<file path="src/rtl/operand_pair_sequencer.sv">
// Operand pair sequencer: captures one matched block (index lists + compressed
// value vectors) and streams its (activation, weight) pairs one per cycle.
module operand_pair_sequencer #(
    parameter int BITMASK_LENGTH = 8,
    parameter int INDEX_BITWIDTH = 3,
    parameter int COUNT_BITWIDTH = 4,
    parameter int DATA_WIDTH     = 8
) (
    input  logic                                 clock,
    input  logic                                 reset,
    input  logic                                 ivalid,
    output logic                                 oready,
    input  logic [63:0]                          matchResult,
    input  logic [BITMASK_LENGTH*DATA_WIDTH-1:0] activationValues,
    input  logic [BITMASK_LENGTH*DATA_WIDTH-1:0] weightValues,
    output logic                                 ovalid,
    input  logic                                 iready,
    output logic [DATA_WIDTH-1:0]                activationOut,
    output logic [DATA_WIDTH-1:0]                weightOut,
    output logic                                 lastPair,
    output logic                                 emptyBlock
);

    localparam int FIELD_W   = BITMASK_LENGTH * INDEX_BITWIDTH;
    localparam int VEC_W     = BITMASK_LENGTH * DATA_WIDTH;
    localparam int PIDX_W    = $clog2(BITMASK_LENGTH);
    localparam int COUNT_LSB = 2 * FIELD_W;
    localparam int SPARE_LSB = COUNT_LSB + COUNT_BITWIDTH;

    localparam logic [COUNT_BITWIDTH-1:0] MAX_COUNT  = COUNT_BITWIDTH'(BITMASK_LENGTH);
    localparam logic [COUNT_BITWIDTH-1:0] COUNT_ONE  = COUNT_BITWIDTH'(1);
    localparam logic [COUNT_BITWIDTH-1:0] COUNT_ZERO = COUNT_BITWIDTH'(0);

    typedef enum logic [0:0] {
        IDLE = 1'b0,
        EMIT = 1'b1
    } state_t;

    // Index k of a packed index list; only the low bits of k address a lane.
    function automatic logic [INDEX_BITWIDTH-1:0] index_at(
        input logic [FIELD_W-1:0]        field,
        input logic [COUNT_BITWIDTH-1:0] k
    );
        logic [PIDX_W-1:0] slot;
        slot = k[PIDX_W-1:0];
        return field[slot*INDEX_BITWIDTH +: INDEX_BITWIDTH];
    endfunction

    function automatic logic [DATA_WIDTH-1:0] value_at(
        input logic [VEC_W-1:0]          vec,
        input logic [INDEX_BITWIDTH-1:0] idx
    );
        return vec[idx*DATA_WIDTH +: DATA_WIDTH];
    endfunction

    function automatic logic [COUNT_BITWIDTH-1:0] clamp_count(
        input logic [COUNT_BITWIDTH-1:0] c
    );
        if (c > MAX_COUNT) begin
            return MAX_COUNT;
        end else begin
            return c;
        end
    endfunction

    state_t                    state_r, state_n_s;
    logic [COUNT_BITWIDTH-1:0] pair_idx_r, pair_idx_n_s;
    logic [COUNT_BITWIDTH-1:0] count_r;
    logic [FIELD_W-1:0]        act_idx_r, wt_idx_r;
    logic [VEC_W-1:0]          act_vals_r, wt_vals_r;

    logic                      ovalid_r, ovalid_n_s;
    logic [DATA_WIDTH-1:0]     act_out_r, act_out_n_s;
    logic [DATA_WIDTH-1:0]     wt_out_r, wt_out_n_s;
    logic                      last_r, last_n_s;
    logic                      empty_r, empty_n_s;

    logic                      oready_s;
    logic                      accept_s;
    logic                      handshake_s;
    logic [FIELD_W-1:0]        in_act_idx_s, in_wt_idx_s;
    logic [COUNT_BITWIDTH-1:0] in_count_s;
    logic [DATA_WIDTH-1:0]     first_act_s, first_wt_s;
    logic [COUNT_BITWIDTH-1:0] next_idx_s;
    logic [DATA_WIDTH-1:0]     next_act_s, next_wt_s;
    logic                      next_last_s;
    logic [63-SPARE_LSB:0]     unused_spare_s;

    assign in_act_idx_s   = matchResult[FIELD_W-1:0];
    assign in_wt_idx_s    = matchResult[COUNT_LSB-1:FIELD_W];
    assign in_count_s     = clamp_count(matchResult[SPARE_LSB-1:COUNT_LSB]);
    assign unused_spare_s = matchResult[63:SPARE_LSB];

    // First pair of an incoming block is looked up straight from the inputs so
    // it can be presented the cycle after acceptance.
    assign first_act_s = value_at(activationValues, index_at(in_act_idx_s, COUNT_ZERO));
    assign first_wt_s  = value_at(weightValues, index_at(in_wt_idx_s, COUNT_ZERO));

    assign next_idx_s  = pair_idx_r + COUNT_ONE;
    assign next_act_s  = value_at(act_vals_r, index_at(act_idx_r, next_idx_s));
    assign next_wt_s   = value_at(wt_vals_r, index_at(wt_idx_r, next_idx_s));
    assign next_last_s = (next_idx_s == (count_r - COUNT_ONE));

    assign handshake_s = ovalid_r && iready;
    assign accept_s    = ivalid && oready_s;

    // Ready when idle, or when the final pair of the current block is leaving.
    always_comb begin
        oready_s = 1'b0;
        if (reset) begin
            oready_s = 1'b0;
        end else if (state_r == IDLE) begin
            oready_s = 1'b1;
        end else if (handshake_s && last_r) begin
            oready_s = 1'b1;
        end else begin
            oready_s = 1'b0;
        end
    end

    // Next-state and next-output selection.
    always_comb begin
        state_n_s    = state_r;
        pair_idx_n_s = pair_idx_r;
        ovalid_n_s   = ovalid_r;
        act_out_n_s  = act_out_r;
        wt_out_n_s   = wt_out_r;
        last_n_s     = last_r;
        empty_n_s    = 1'b0;

        if (accept_s) begin
            // Acceptance only happens from IDLE or on the last handshake.
            if (in_count_s == COUNT_ZERO) begin
                state_n_s  = IDLE;
                ovalid_n_s = 1'b0;
                empty_n_s  = 1'b1;
            end else begin
                state_n_s    = EMIT;
                pair_idx_n_s = COUNT_ZERO;
                ovalid_n_s   = 1'b1;
                act_out_n_s  = first_act_s;
                wt_out_n_s   = first_wt_s;
                last_n_s     = (in_count_s == COUNT_ONE);
            end
        end else begin
            case (state_r)
                IDLE: begin
                    ovalid_n_s = 1'b0;
                end
                EMIT: begin
                    if (handshake_s && last_r) begin
                        state_n_s  = IDLE;
                        ovalid_n_s = 1'b0;
                    end else if (handshake_s) begin
                        pair_idx_n_s = next_idx_s;
                        act_out_n_s  = next_act_s;
                        wt_out_n_s   = next_wt_s;
                        last_n_s     = next_last_s;
                    end else begin
                        ovalid_n_s = ovalid_r;
                    end
                end
                default: begin
                    state_n_s  = IDLE;
                    ovalid_n_s = 1'b0;
                end
            endcase
        end
    end

    // Control state and registered output pair.
    always_ff @(posedge clock) begin
        if (reset) begin
            state_r    <= IDLE;
            pair_idx_r <= COUNT_ZERO;
            ovalid_r   <= 1'b0;
            act_out_r  <= {DATA_WIDTH{1'b0}};
            wt_out_r   <= {DATA_WIDTH{1'b0}};
            last_r     <= 1'b0;
            empty_r    <= 1'b0;
        end else begin
            state_r    <= state_n_s;
            pair_idx_r <= pair_idx_n_s;
            ovalid_r   <= ovalid_n_s;
            act_out_r  <= act_out_n_s;
            wt_out_r   <= wt_out_n_s;
            last_r     <= last_n_s;
            empty_r    <= empty_n_s;
        end
    end

    // Block capture on acceptance.
    always_ff @(posedge clock) begin
        if (reset) begin
            count_r    <= COUNT_ZERO;
            act_idx_r  <= {FIELD_W{1'b0}};
            wt_idx_r   <= {FIELD_W{1'b0}};
            act_vals_r <= {VEC_W{1'b0}};
            wt_vals_r  <= {VEC_W{1'b0}};
        end else if (accept_s) begin
            count_r    <= in_count_s;
            act_idx_r  <= in_act_idx_s;
            wt_idx_r   <= in_wt_idx_s;
            act_vals_r <= activationValues;
            wt_vals_r  <= weightValues;
        end
    end

    assign oready        = oready_s;
    assign ovalid        = ovalid_r;
    assign activationOut = act_out_r;
    assign weightOut     = wt_out_r;
    assign lastPair      = last_r;
    assign emptyBlock    = empty_r;

endmodule

</file>
<file path="config.mk">
export PLATFORM = sky130hd
export DESIGN_NAME = operand_pair_sequencer
export DESIGN_NICKNAME = d
export VERILOG_FILES = /design/src/rtl/operand_pair_sequencer.sv
export SDC_FILE = /design/constraint.sdc
export NUM_CORES = 1
export LEC_CHECK = 0
export CAP_MARGIN = 5
export CORE_UTILIZATION = 50
export CTS_BUF_LIST = sky130_fd_sc_hd__clkbuf_2
export DETAILED_ROUTE_END_ITERATION = 12
export GPL_ROUTABILITY_DRIVEN = 0
export GPL_TIMING_DRIVEN = 0
export PLACE_DENSITY = 0.82
export SYNTH_ARGS = -nofsm -noshare
export SYNTH_HDL_FRONTEND = slang
export SYNTH_SLANG_ARGS = --single-unit
</file>
<file path="constraint.sdc">
create_clock -name clock -period 6.6 [get_ports clock]
set_clock_uncertainty 0.05 [all_clocks]
set_input_delay 1.65 -clock clock [delete_from_list [all_inputs] [get_ports clock]]
set_output_delay 1.65 -clock clock [all_outputs]
set_load 0.02 [all_outputs]
</file>
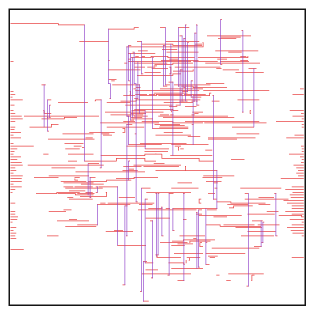
Fig. 1. Metal layers overlaid (run 1).
Scale: 2 px per um. Two of the layers only.
Red marks met3, wire length 3600 um. Purple marks met4, wire length 1700 um.
WL/cell: 20.58 um
GRT Total Usage: 0.3216
detailed-route via count: 10280

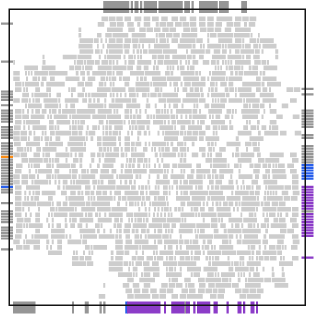
Fig. 2. Pin placement (run 1).
Scale: 2 px per um. Pins as bars across the die edge, other pins in gray.
Purple marks weightValues, pins 64, direction input, edge 45 bottom, 19 right. Orange marks reset, pins 1, direction input, edge left. Blue marks weightOut, pins 8, direction output, edge 6 right, 1 bottom, 1 left.
All pins by edge: 64 bottom, 60 top, 48 left, 44 right.
I/O Buffers: 197
Die Wd: 147.2 um
Die H: 147.2 um

==> job_summary.md, run 1 <==
### Metrics collected by this job

| Metric | Value |
|---|---|
| Fraction of layout instances using a drive strength above 1 | `0.1076` |
| Initial Util | `0.5163` |
| Total grt overflow | `0` |
| Reg power frac | `0.501` |
| Vias in the first global route | `~10000` |
| Yosys synthesis chip area | `about 0.011 mm2` |
| Slew margin rel. | `0.2207` |
| Via density | `6.002` |
| Crit-path max cell delay | `approximately 0.72 ns` |
| Clk network pwr share | `0.294` |
| Sw Share | `0.3126` |
| Post-Syn Instances | `roughly 1200` |
| Placed cell areas | `0.01286 mm2` |
| Site Rows | `52` |
| Hold buffers post-CTS | `0` |
| Shortest period the worst path allows | `around 5.0 ns` |
| Unrepaired setup endpoints after global routing | `no` |
| Largest net degree at the start of global routing | `14` |
| Combinational fraction of design power | `0.205` |
| Tool warning count | `38` |
| Endpoints failing hold | `0` |
| Quantity of gates resized following cts | `0` |
| Total routed wirelength | `35240 um` |
| Final setup TNS | `0 ns` |
| Syn nets | `around 1400` |
| Internal power | `0.001901 W` |
| Synth Register Bits | `just over 200` |
| Worst Path Arrival | `3.31 ns` |
| Hold Crit Class | `reg -> reg` |
| Critical Path Slowest Stage Cell | `clkdlybuf4s50_1` |
| Outcome | `finished, final reports clean` |
| Chip area | `roughly 0.022 mm2` |
| First drt pass iteration count | `7` |
| Mapped Area | `~0.011 mm2` |
| Main area contributors | `dfxtp_1 (39%), nand2_1 (13%), nand3b_1 (12%)` |
| FFs w/ async S/R, synth | `0` |
| Final WS setup | `1.592 ns` |
| Mean Syn Cell Area | `9.108 um2` |
| Initial drt markers | `between 900 and 1000` |
| Tightest Pin Transition | `1.169 ns` |
| Count leader, synth | `nand2_1` |
| Main synth FF type | `dfxtp_1` |
| Place WS | `1.652 ns` |
| H-tree lvl count | `2` |
| Critical path endpoint category | `output pin` |
| TritonCTS clock tree | `built` |
| Core Util, Final | `0.6497` |
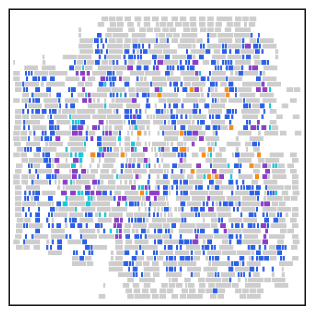
Fig. 3. Selected gate families (run 1).
Scale: 2 px per um.
Orange marks AND and OR gates, cells 19, most used or3_1. Purple marks inverting AOI/OAI gates, cells 95, most used a21oi_1. Cyan marks NOR gates, cells 54, most used nor2_1. Blue marks NAND gates, cells 540, most used nand2_1, where widely spread.
Non-Filler Instances: 1712
Comb/total area: 0.4517
most common logic cell in the routed design: nand2_1

==> run 1: power groups by stage <==
stage                     clock, W  combinational (W)  sequential [W]
after floorplan                  0           0.000305         0.00140
after global placement           0           0.000544         0.00141
after detailed placement         0           0.000554         0.00141
after CTS                 0.000814           0.000557         0.00138
after global routing      0.000873           0.000599         0.00140
final                     0.000813           0.000567         0.00139
==> run 1: path summary, 6_finish.rpt <==
kind | startpoint | end | slack, ns | cells after the start
max | iready | oready | 1.59 | 4
min | act_vals_r[40] | act_vals_r[40] | 0.43 | 2
max reg2reg | lastPair | wt_vals_r[61] | 3.23 | 9
min reg2reg | act_vals_r[40] | act_vals_r[40] | 0.43 | 2
==> run 1: critical path, delay by kind of cell <==
| kind | cells | cell delay, ns |
|---|---|---|
| simple gates | 1 | 0.11 |
| buf+inv | 2 | 1.24 |
| compound gates | 1 | 0.30 |
==> run 1: layout by cell type, fill, tap and decap left out, drive strengths merged, types with 13 or more instances in the layout <==
cell	instances
mux2i	60
a21oi	30
or3	13
clkbuf	146
clkdlybuf4s50	197
a211oi	21
dfxtp	204
mux4	60
a221oi	14
nand3b	174
nand2	360
buf	19
nor2	43
==> run 1: flip-flops by register name, summed over array words and instances, names as in the netlist, 4 cells and up <==
name,cells
activationOut,8
act_idx_r,24
count_r,4
wt_vals_r,64
weightOut,8
pair_idx_r,4
wt_idx_r,24
act_vals_r,64
==> run 1: stage by stage <==
step,total power (W),hold WS [ns]
after floorplan,0.001706,0.3946
after global placement,0.001949,0.4063
after detailed placement,0.001964,0.4081
after CTS,0.002753,0.4267
after global routing,0.002868,0.4362
final,0.002765,0.4290
==> run 1: cells by family after synthesis <==
logic type,synth area share
AND-OR/OR-AND,0.06192
XOR/XNOR,0.008898
adder cells (fa/ha/maj),0.002372
buffers and inverters,0.04437
flip-flops,0.3872
multiplexers,0.2065
AND/OR/NAND/NOR,0.2887
==> run 1: metal layers <==
metal	global-route usage	wire, um
met5	0	0
met1	0.4222	14070
met4	0.1526	1695
met3	0.05901	3598
met2	0.5127	15870
==> run 1: cell type report <==
type,count,area (um2)
well taps,270,337.8
multi-input cells,851,5996
fillers,1708,7156
inverters,10,37.54
clock buffers,72,360.3
plain buffers,93,430.4
repair buffers,197,1972
flip-flops and latches,204,4084
clock inverters,14,53.80
diodes,1,2.502
==> inputs of run 2 (changes only) <==
- clock period: 6.6 -> 5 ns (I/O delays scaled with it)
==> job_summary.md, run 2 <==
### Metrics collected by this job

| Metric | Value |
|---|---|
| Largest registers | `act_vals_r x64, wt_vals_r x64 (unchanged)` |
| Critical Path Slowest Stage Cell | `clkdlybuf4s50_1 (unchanged)` |
| Fraction of layout instances using a drive strength above 1 | `0.1076 (unchanged)` |
| Post-Syn Instances | `1158 (unchanged)` |
| Vias in the first global route | `9950 (unchanged)` |
| Unrepaired setup endpoints after global routing | `no (unchanged)` |
| R2R cell count | `9 (unchanged)` |
| Syn nets | `1356 (unchanged)` |
| First drt pass iteration count | `7 (unchanged)` |
| Tool warning count | `38 (unchanged)` |
| Worst Path Arrival | `2.91 ns (was 3.31 ns)` |
| Critical path endpoint category | `output pin (unchanged)` |
| Chip area | `0.02168 mm2 (unchanged)` |
| Main synth FF type | `dfxtp_1 (unchanged)` |
| GRT Total Usage | `0.3216 (unchanged)` |
| Hold buffers post-CTS | `0 (unchanged)` |
| Detailed-route via count | `10280 (unchanged)` |
| Endpoints failing hold | `0 (unchanged)` |
| Crit-path max cell delay | `0.72 ns (about the same)` |
| Most frequent logic cells in the routed design | `nand2_1 (360), dfxtp_1 (204), clkdlybuf4s50_1 (197) (unchanged)` |
| Placed cell areas | `0.01286 mm2 (unchanged)` |
| Fillers | `1708 (unchanged)` |
| WL/cell | `20.58 um (unchanged)` |
| Top Layer Used | `met4 (unchanged)` |
| Outcome | `finished, final reports clean (unchanged)` |
| Non-Filler Instances | `1712 (unchanged)` |
| Register area | `0.004084 mm2 (unchanged)` |
| FFs w/ async S/R, synth | `0 (unchanged)` |
| Main area contributors | `dfxtp_1 (39%), nand2_1 (13%), nand3b_1 (12%) (unchanged)` |
| Final setup TNS | `0 ns (unchanged)` |
| Die H | `147.2 um (unchanged)` |
| Total routed wirelength | `35240 um (unchanged)` |
| Most common logic cell in the routed design | `nand2_1 (unchanged)` |
| Clk network pwr share | `0.294 (about the same)` |
| Comb area | `0.005996 mm2 (unchanged)` |
| Yosys synthesis chip area | `0.01055 mm2 (unchanged)` |
| Hold Crit Class | `reg -> reg (unchanged)` |
| Initial Util | `0.5163 (unchanged)` |
| Die Wd | `147.2 um (unchanged)` |
| Internal power | `0.002509 W (was 0.001901 W)` |
| Count leader, synth | `nand2_1 (unchanged)` |
| Mapped Area | `0.01055 mm2 (unchanged)` |
| Initial drt markers | `944 (unchanged)` |
==> run 2: cell counts in the layout (fill, tap and decap cells not counted) <==
No cell type changed its count.
==> run 2: cell type report <==
cell class	instances	share of cell area
clock buffer	72	0.02715
clock inverter	14	0.004053
sequential	204	0.3077
tap	270	0.02545
multi-input combinational	851	0.4517
antenna	1	0.0001885
buffer	93	0.03243
timing repair buffer	197	0.1486
inverter	10	0.002828
==> run 2: routing by layer <==
layer  GRT usage  up-vias
li1            -     4590
met1      0.4222     4849
met2      0.5127      694
met3     0.05901      142
met4      0.1526        0
met5           0        -
==> run 2: cell families after synthesis <==
group           after synthesis  synth area share
mux                         131            0.2065
buf+inv                     103           0.04437
flops                       204            0.3872
simple gates                613            0.2887
fa+ha+maj                     2          0.002372
compound gates               96           0.06192
xor+xnor                      9          0.008898
==> run 2: critical path: cells and delay by family <==
family / cells / cell delay (ns)
AND/OR/NAND/NOR: 1 / 0.11
AND-OR/OR-AND: 1 / 0.30
buffers and inverters: 2 / 1.24
==> run 2: final timing paths <==
check / end / slack (ns) / startpoint
worst min register to register: act_vals_r[40] / 0.43 / act_vals_r[40]
worst max register to register: wt_vals_r[61] / 1.63 / lastPair
worst max-delay path: oready / 0.79 / iready
worst min-delay path: act_vals_r[40] / 0.43 / act_vals_r[40]
==> run 2: per-stage QoR <==
step                      total power [W]    util
after floorplan                  0.002251       -
after global placement           0.002573  0.6293
after detailed placement         0.002593  0.6293
after CTS                        0.003634  0.6496
after global routing             0.003786  0.6497
final                            0.003650  0.6497
==> run 2: power groups by stage <==
stage                     combinational, W  clock, W  sequential, W
after CTS                         0.000735   0.00108        0.00182
after floorplan                   0.000402         0        0.00185
final                             0.000748   0.00107        0.00183
after global routing              0.000791   0.00115        0.00184
after detailed placement          0.000731         0        0.00186
after global placement            0.000718         0        0.00186
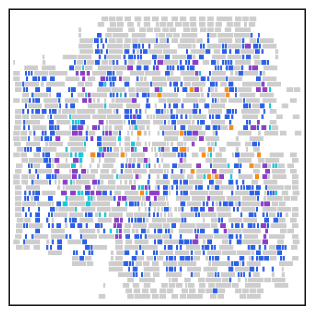
Fig. 4. Selected gate families (run 2).
Scale: 2 px per um.
Orange marks AND and OR gates, cells 19, most used or3_1. Blue marks NAND gates, cells 540, most used nand2_1, where widely spread. Purple marks inverting AOI/OAI gates, cells 95, most used a21oi_1. Cyan marks NOR gates, cells 54, most used nor2_1.

==> inputs of run 3 (changes only) <==
- clock period: 5 -> 4.11 ns (I/O delays scaled with it)
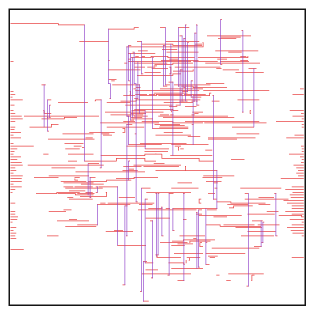
Fig. 5. Metal layers overlaid (run 3).
Scale: 2 px per um. Two of the layers only.
Purple marks met4, wire length 1700 um. Red marks met3, wire length 3600 um.
total routed wirelength: 35240 um

==> job_summary.md, run 3 <==
### Metrics collected by this job

| Metric | Value |
|---|---|
| First drt pass iteration count | `7 (unchanged)` |
| Mean Syn Cell Area | `9.108 um2 (unchanged)` |
| Critical path buffers and inverters | `2 (unchanged)` |
| Largest registers | `act_vals_r x64, wt_vals_r x64 (unchanged)` |
| Power, Total | `0.004440 W (was 0.003650 W)` |
| Outcome | `finished, final reports clean (unchanged)` |
| Main area contributors | `dfxtp_1 (39%), nand2_1 (13%), nand3b_1 (12%) (unchanged)` |
| Endpoints failing hold | `0 (unchanged)` |
| Non-Filler Instances | `1712 (unchanged)` |
| Initial drt markers | `944 (unchanged)` |
| Initial Util | `0.5163 (unchanged)` |
| Synth Register Bits | `204 (unchanged)` |
| Tightest Pin Transition | `1.169 ns (unchanged)` |
| Shortest period the worst path allows | `3.763 ns` |
| Unrepaired setup endpoints after global routing | `no (unchanged)` |
| Hold Crit Class | `reg -> reg (unchanged)` |
| TritonCTS clock tree | `built (unchanged)` |
| Crit-path max cell delay | `0.72 ns (about the same)` |
| Fraction of layout instances using a drive strength above 1 | `0.1076 (unchanged)` |
| Tool warning count | `38 (unchanged)` |
| Detailed-route via count | `10280 (unchanged)` |
| Syn nets | `1356 (unchanged)` |
| Die H | `147.2 um (unchanged)` |
run 3: final cells by class:
class	instances	area [um2]	share of cell area
Antenna cell	1	2.502	0.0001885
Buffer	93	430.4	0.03243
Clock buffer	72	360.3	0.02715
Clock inverter	14	53.80	0.004053
Inverter	10	37.54	0.002828
Multi-Input combinational cell	851	5996	0.4517
Sequential cell	204	4084	0.3077
Tap cell	270	337.8	0.02545
Timing Repair Buffer	197	1972	0.1486
run 3: how the worst max path moves through the flow:
stage / startpoint / endpoint / slack [ns] / depth (start not counted)
6_report: iready / oready / 0.35 / 4
5_1_grt: iready / oready / 0.30 / 4
4_1_cts: iready / oready / 0.40 / 4
3_5_place_dp: iready / wt_idx_r[0] / -0.21 / 10
3_3_place_gp: iready / wt_idx_r[0] / -0.15 / 10
2_1_floorplan: iready / wt_idx_r[0] / 1.05 / 9
run 3: cells by family after synthesis:
group,count (synthesis),synth area share
and+or+nand+nor,613,0.2887
DFF,204,0.3872
muxes,131,0.2065
buffers and inverters,103,0.04437
AOI/OAI and AO/OA,96,0.06192
xor gates and xnor gates,9,0.008898
adders and majority gates,2,0.002372
run 3: metal layers:
metal  up-vias  wire length [um]  GRT usage
met3       142              3598    0.05901
met1      4849             14070     0.4222
li1       4590                 -          -
met2       694             15870     0.5127
met5         -                 0          0
met4         0              1695     0.1526
run 3: power breakdown:
| part | internal [W] | switching [W] | leakage (nW) |
|---|---|---|---|
| Clock | 0.000467 | 0.000838 | 0.329 |
| Sequential | 0.00213 | 0.0000993 | 1.68 |
| Combinational | 0.000460 | 0.000451 | 3.68 |
| Total | 0.00305 | 0.00139 | 5.69 |
run 3: metrics by stage:
| step | instance area [um2] | TNS, ns | util | setup WS, ns |
|---|---|---|---|---|
| global route | 13270 | 0 | 0.6497 | 0.2998 |
| detailed placement | 12860 | -8.268 | 0.6293 | -0.2141 |
| CTS | 13270 | 0 | 0.6496 | 0.3960 |
| global placement | 12860 | -3.606 | 0.6293 | -0.1532 |
| floorplan | 10550 | 0 | - | 1.054 |
| finish | 13270 | 0 | 0.6497 | 0.3472 |
run 3: worst min-delay path, stage by stage (launching register included):
cell	delay [ns]
dfxtp_1	0.32
nand3b_1	0.07
nand2_1	0.05
Power is estimated from default activity; no workload was simulated.
